===== src/rtl/cfg_ctrl_pkg.sv =====
// cfg_ctrl_pkg: FSM states and CRC-16-CCITT constants shared by the config chain loader.
package cfg_ctrl_pkg;
  typedef enum logic [1:0] {IDLE, FETCH, SHIFT, COMMIT} cfg_state_e;
  localparam logic [15:0] CRC16_POLY = 16'h1021;
  localparam logic [15:0] CRC16_INIT = 16'hFFFF;
endpackage


===== src/rtl/cfg_crc16_serial.sv =====
// cfg_crc16_serial: bit-serial MSB-first CRC-16-CCITT, one input bit per enabled cycle.
module cfg_crc16_serial
  import cfg_ctrl_pkg::*;
(
  input  logic        clk,
  input  logic        rst_n,
  input  logic        clr,
  input  logic        en,
  input  logic        din,
  output logic [15:0] crc
);
  logic w_fb;
  assign w_fb = crc[15] ^ din;
  always_ff @(posedge clk or negedge rst_n)
    if (!rst_n) crc <= '0;
    else if (clr) crc <= CRC16_INIT;
    else if (en) crc <= {crc[14:0], 1'b0} ^ (w_fb ? CRC16_POLY : 16'h0000);
endmodule


===== src/rtl/cfg_chain_loader.sv =====
// cfg_chain_loader: serialises config words LSB-first onto the tile chain, then pulses set.
// Define CFG_CRC_EN to add a CRC-16 over the bits returned from the end of the chain.
module cfg_chain_loader
  import cfg_ctrl_pkg::*;
#(
  parameter int WORD_W    = 32,
  parameter int CHAIN_LEN = 1024
) (
  input  logic              clk,
  input  logic              rst_n,
  input  logic              start,
  input  logic              abort,
  input  logic [WORD_W-1:0] word_data,
  input  logic              word_valid,
  output logic              word_ready,
  output logic              cfg_cen,
  output logic              cfg_shift,
  output logic              cfg_set,
  input  logic              cfg_shift_ret,
  output logic              busy,
  output logic              done,
  output logic [15:0]       crc_out
);
  localparam int CNT_W = $clog2(CHAIN_LEN + 1);
  localparam int WB_W  = $clog2(WORD_W + 1);
  cfg_state_e        r_state;
  logic [CNT_W-1:0]  r_rem;
  logic [WB_W-1:0]   r_wbits;
  logic [WORD_W-1:0] r_sreg;
  logic              r_done;
  logic              w_short;
  // the last word may carry fewer live bits than WORD_W; the rest are dropped
  assign w_short = 32'(r_rem) < WORD_W;
  always_ff @(posedge clk or negedge rst_n)
    if (!rst_n) begin
      r_state <= IDLE;
      r_rem   <= '0;
      r_wbits <= '0;
      r_sreg  <= '0;
      r_done  <= 1'b0;
    end else begin
      r_done <= 1'b0;
      if (abort) r_state <= IDLE;
      else
        case (r_state)
          IDLE: if (start) begin
            r_state <= FETCH;
            r_rem   <= CNT_W'(CHAIN_LEN);
          end
          FETCH: if (word_valid) begin
            r_sreg  <= word_data;
            r_wbits <= w_short ? WB_W'(r_rem) : WB_W'(WORD_W);
            r_state <= SHIFT;
          end
          SHIFT: begin
            r_sreg  <= r_sreg >> 1;
            r_wbits <= r_wbits - WB_W'(1);
            r_rem   <= r_rem - CNT_W'(1);
            r_state <= (r_rem == CNT_W'(1)) ? COMMIT : (r_wbits == WB_W'(1)) ? FETCH : SHIFT;
          end
          COMMIT: begin
            r_state <= IDLE;
            r_done  <= 1'b1;
          end
        endcase
    end
  assign word_ready = (r_state == FETCH) && !abort;
  assign cfg_cen    = r_state == SHIFT;
  assign cfg_shift  = cfg_cen && r_sreg[0];
  assign cfg_set    = r_state == COMMIT;
  assign busy       = r_state != IDLE;
  assign done       = r_done;
`ifdef CFG_CRC_EN
  cfg_crc16_serial u_crc (
    .clk   (clk),
    .rst_n (rst_n),
    .clr   ((r_state == IDLE) && start && !abort),
    .en    (cfg_cen),
    .din   (cfg_shift_ret),
    .crc   (crc_out)
  );
`else
  logic w_unused;
  assign w_unused = cfg_shift_ret;
  assign crc_out  = 16'h0000;
`endif
endmodule


===== config.mk =====
export PLATFORM = sky130hd
export DESIGN_NAME = cfg_chain_loader
export DESIGN_NICKNAME = d
export VERILOG_FILES = /design/src/rtl/cfg_ctrl_pkg.sv /design/src/rtl/cfg_crc16_serial.sv /design/src/rtl/cfg_chain_loader.sv
export SDC_FILE = /design/constraint.sdc
export NUM_CORES = 1
export LEC_CHECK = 0
export ABC_CLOCK_PERIOD_IN_PS = 4250
export CAP_MARGIN = 20
export CORE_MARGIN = 3
export CORE_UTILIZATION = 55
export CTS_BUF_LIST = sky130_fd_sc_hd__clkbuf_8
export CTS_CLUSTER_SIZE = 28
export DETAILED_ROUTE_END_ITERATION = 8
export GPL_ROUTABILITY_DRIVEN = 0
export PLACE_DENSITY = 0.92
export RECOVER_POWER = 50
export SETUP_SLACK_MARGIN = 0.2
export SYNTH_ARGS = -nofsm -noshare
export SYNTH_HDL_FRONTEND = slang
export SYNTH_HIERARCHICAL = 1
export SYNTH_SLANG_ARGS = --single-unit

===== constraint.sdc =====
create_clock -name clk -period 4.25 [get_ports clk]
set_clock_uncertainty 0.2 [all_clocks]
set_input_delay 0.85 -clock clk [delete_from_list [all_inputs] [get_ports clk]]
set_output_delay 0.85 -clock clk [all_outputs]
set_load 0.02 [all_outputs]

Figure 1. M3 wires.
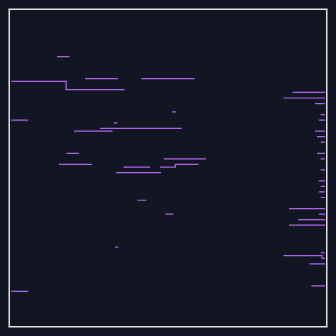
wire length on this layer: 218 um
longest straight run: 19.8 um
share of all routed wire: 3.5%
main direction: horizontal
nets with wire on the layer: 36

Figure 2. Cell outlines without signal wires.
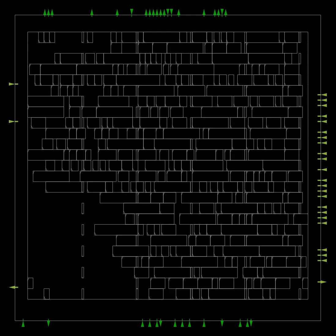
post-layout util: 68.62%
Seq area share: 39.11%

Figure 3. Sequential cells grouped by signal name.
Other sequential cells in the stronger gray, the rest of the logic in the fainter gray.
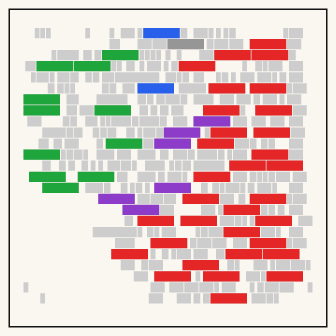
| name in the netlist | color | flops |
|---|---|---|
| r_state | blue | 2 |
| r_sreg | red | 32 |
| r_wbits | purple | 6 |
| r_rem | green | 11 |
Seq group: 862 uW
register area: 1301 um^2

==> results.py <==
# Auto-generated metrics
metrics = {
    "outcome": {
        "status": "finished with violations",
        "violations": "max-capacitance violations, max-slew violations",
    },
    "floorplan": {
        "die_area_um2": 6045,
        "rows": 25,
        "chipWidth_um": 77.75,
    },
    "yosys": {
        "ys_chip_area_um2": 2831,
        "top_cells_by_count": "52 x dfrtp_1, 41 x nand2_1, 41 x o21ai_0, 32 x mux2i_1, 18 x buf_4",
        "top_area_cell": "dfrtp_1",
        "xor_area_share_pct": 0,
        "syn_area_per_cell_um2": 9.831,
        "synth_flops": 52,
        "synth_top_area_share_pct": 45.96,
        "synth_async_sr_flop_share_pct": 100.0,
        "yosysMostFrequentCell": "dfrtp_1",
        "synth-edff-count": 0,
        "ff_type": "dfrtp_1",
    },
    "timing": {
        "finalClockPeriodUsage_pct": 83.69,
        "slew_viol_final": 32,
        "worst_slack_ps": 693.1,
    },
    "worst_setup_path": {
        "cp-start-kind": "input pin",
        "crit_required_ps": 3200,
        "max_stage_delay_ps": 690,
    },
    "cts": {
        "cts_sinks": 52,
        "postCtsSetupRepairBufs": 0,
    },
    "finish": {
        "multiInputCombCellCount": 212,
        "clock_buffers": 5,
        "num_antenna_cells": 0,
        "max_flop_register": "r_sreg",
        "largest_reg_flops": 32,
        "syn2layout_area_growth_pct": 17.50,
        "fill_cells": 362,
    },
    "job": {
        "drv_cap": 1,
        "warnings": 29,
    },
    "global_routing": {
        "use_met3_pct": 3.016,
        "grt_max_degree": 57,
        "grt_overflow": 0,
        "grt_use_met2_pct": 38.70,
    },
    "power": {
        "p_seq_share_pct": 47.4,
        "comb-power_uw": 570,
        "power.total_mw": 1.820,
        "clkPwrFrac_pct": 21.3,
        "p_per_area_nw_per_um2": 547.0,
    },
    "hold_path": {
        "hold_path_class": "flip-flop to flip-flop",
    },
    "drt": {
        "ant_nets": 0,
    },
}
Figure 4. Wire density map.
16 x 16 tiles, from black (low) to pale yellow (high), scaled to the fullest tile. Values are wire area over tile area, all layers added.
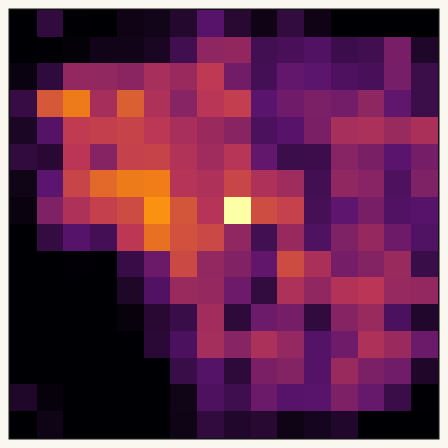
tiles over half the peak: 11%
fullest tile: 0.64
mean over tiles: 0.16
emptiest ninth of the die: south-west
densest ninth of the die: center
nearly empty tiles: 19%
DR vias: 2274
wire per inst: 16.24 um
GRT Total Usage: 22.13%
WL final: 6334 um

Figure 5. Nets reached from selected ports.
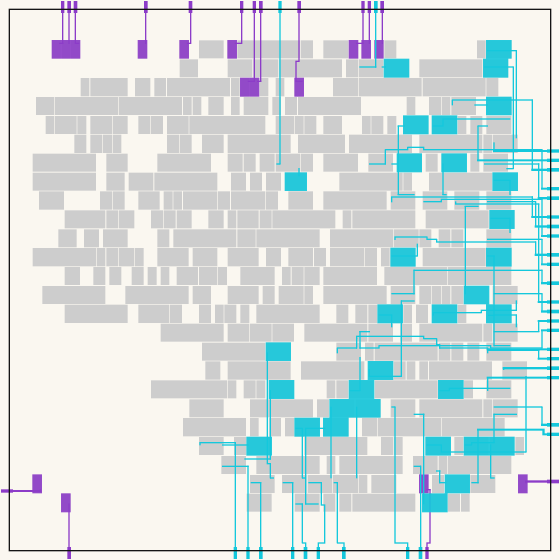
| port | color | bits | direction | edge | end cells | buffers | wire |
|---|---|---|---|---|---|---|---|
| word_data | cyan | 32 | input | 21 east, 9 south, 2 north | 32 | 32 | 867 um |
| crc_out | purple | 16 | output | 12 north, 2 south, 1 east, 1 west | 16 | 0 | 100 um |
IO Port Bufs: 42
Ports: 60

worst max-delay path: cells and delay by family:
kind | cells | cell delay [ps]
buf+inv | 2 | 1300
simple gates | 2 | 360
placed cells by master, fill, tap and decap left out, types with 2 or more instances in the layout:
cell             netlist  layout
nand3_1                5       5
nand3_2                2       2
clkbuf_1               6       2
dfrtp_1               52      52
nor2_1                10      10
buf_4                 18       2
clkbuf_8               0       5
inv_1                  5       5
mux2i_1               32      32
nor4_1                 3       3
bufinv_16              0       2
conb_1                 1      16
nand2_1               41      41
o21ai_0               41      41
nor3_1                 5       5
nand4b_1               2       2
a31oi_1                5       5
o211ai_1               3       3
a211oi_1               2       2
a21oi_1               11      11
clkdlybuf4s50_1        0      39
dlygate4sd3_1          0       2
nand4_1                2       2
a32oi_1                2       2
nor2b_1                2       2
ha_1                   4       4
cells by family after synthesis:
kind of cell | count (synthesis)
buffers and inverters | 39
flip-flops | 52
multiplexers | 32
AND/OR/NAND/NOR | 83
adder cells (fa/ha/maj) | 4
AND-OR/OR-AND | 77
other | 1
layer usage:
metal | vias to the layer above | routed length, um
li1 | 1068 | -
met1 | 1147 | 2659
met2 | 52 | 3381
met3 | 7 | 218
met4 | 0 | 74
met5 | - | 0
final timing paths:
check | start | end | depth (start not counted)
worst min-delay path | r_sreg[28]$_DFFE_PN0P_ | r_sreg[28]$_DFFE_PN0P_ | 2
worst max register to register | r_state[1]$_DFFE_PN0P_ | r_sreg[3]$_DFFE_PN0P_ | 5
max in group asynchronous | rst_n | r_state[1]$_DFFE_PN0P_ | 2
worst min register to register | r_sreg[28]$_DFFE_PN0P_ | r_sreg[28]$_DFFE_PN0P_ | 2
worst max-delay path | abort | word_ready | 4
min in group asynchronous | rst_n | r_sreg[3]$_DFFE_PN0P_ | 1
Power and IR drop assume default switching activity.
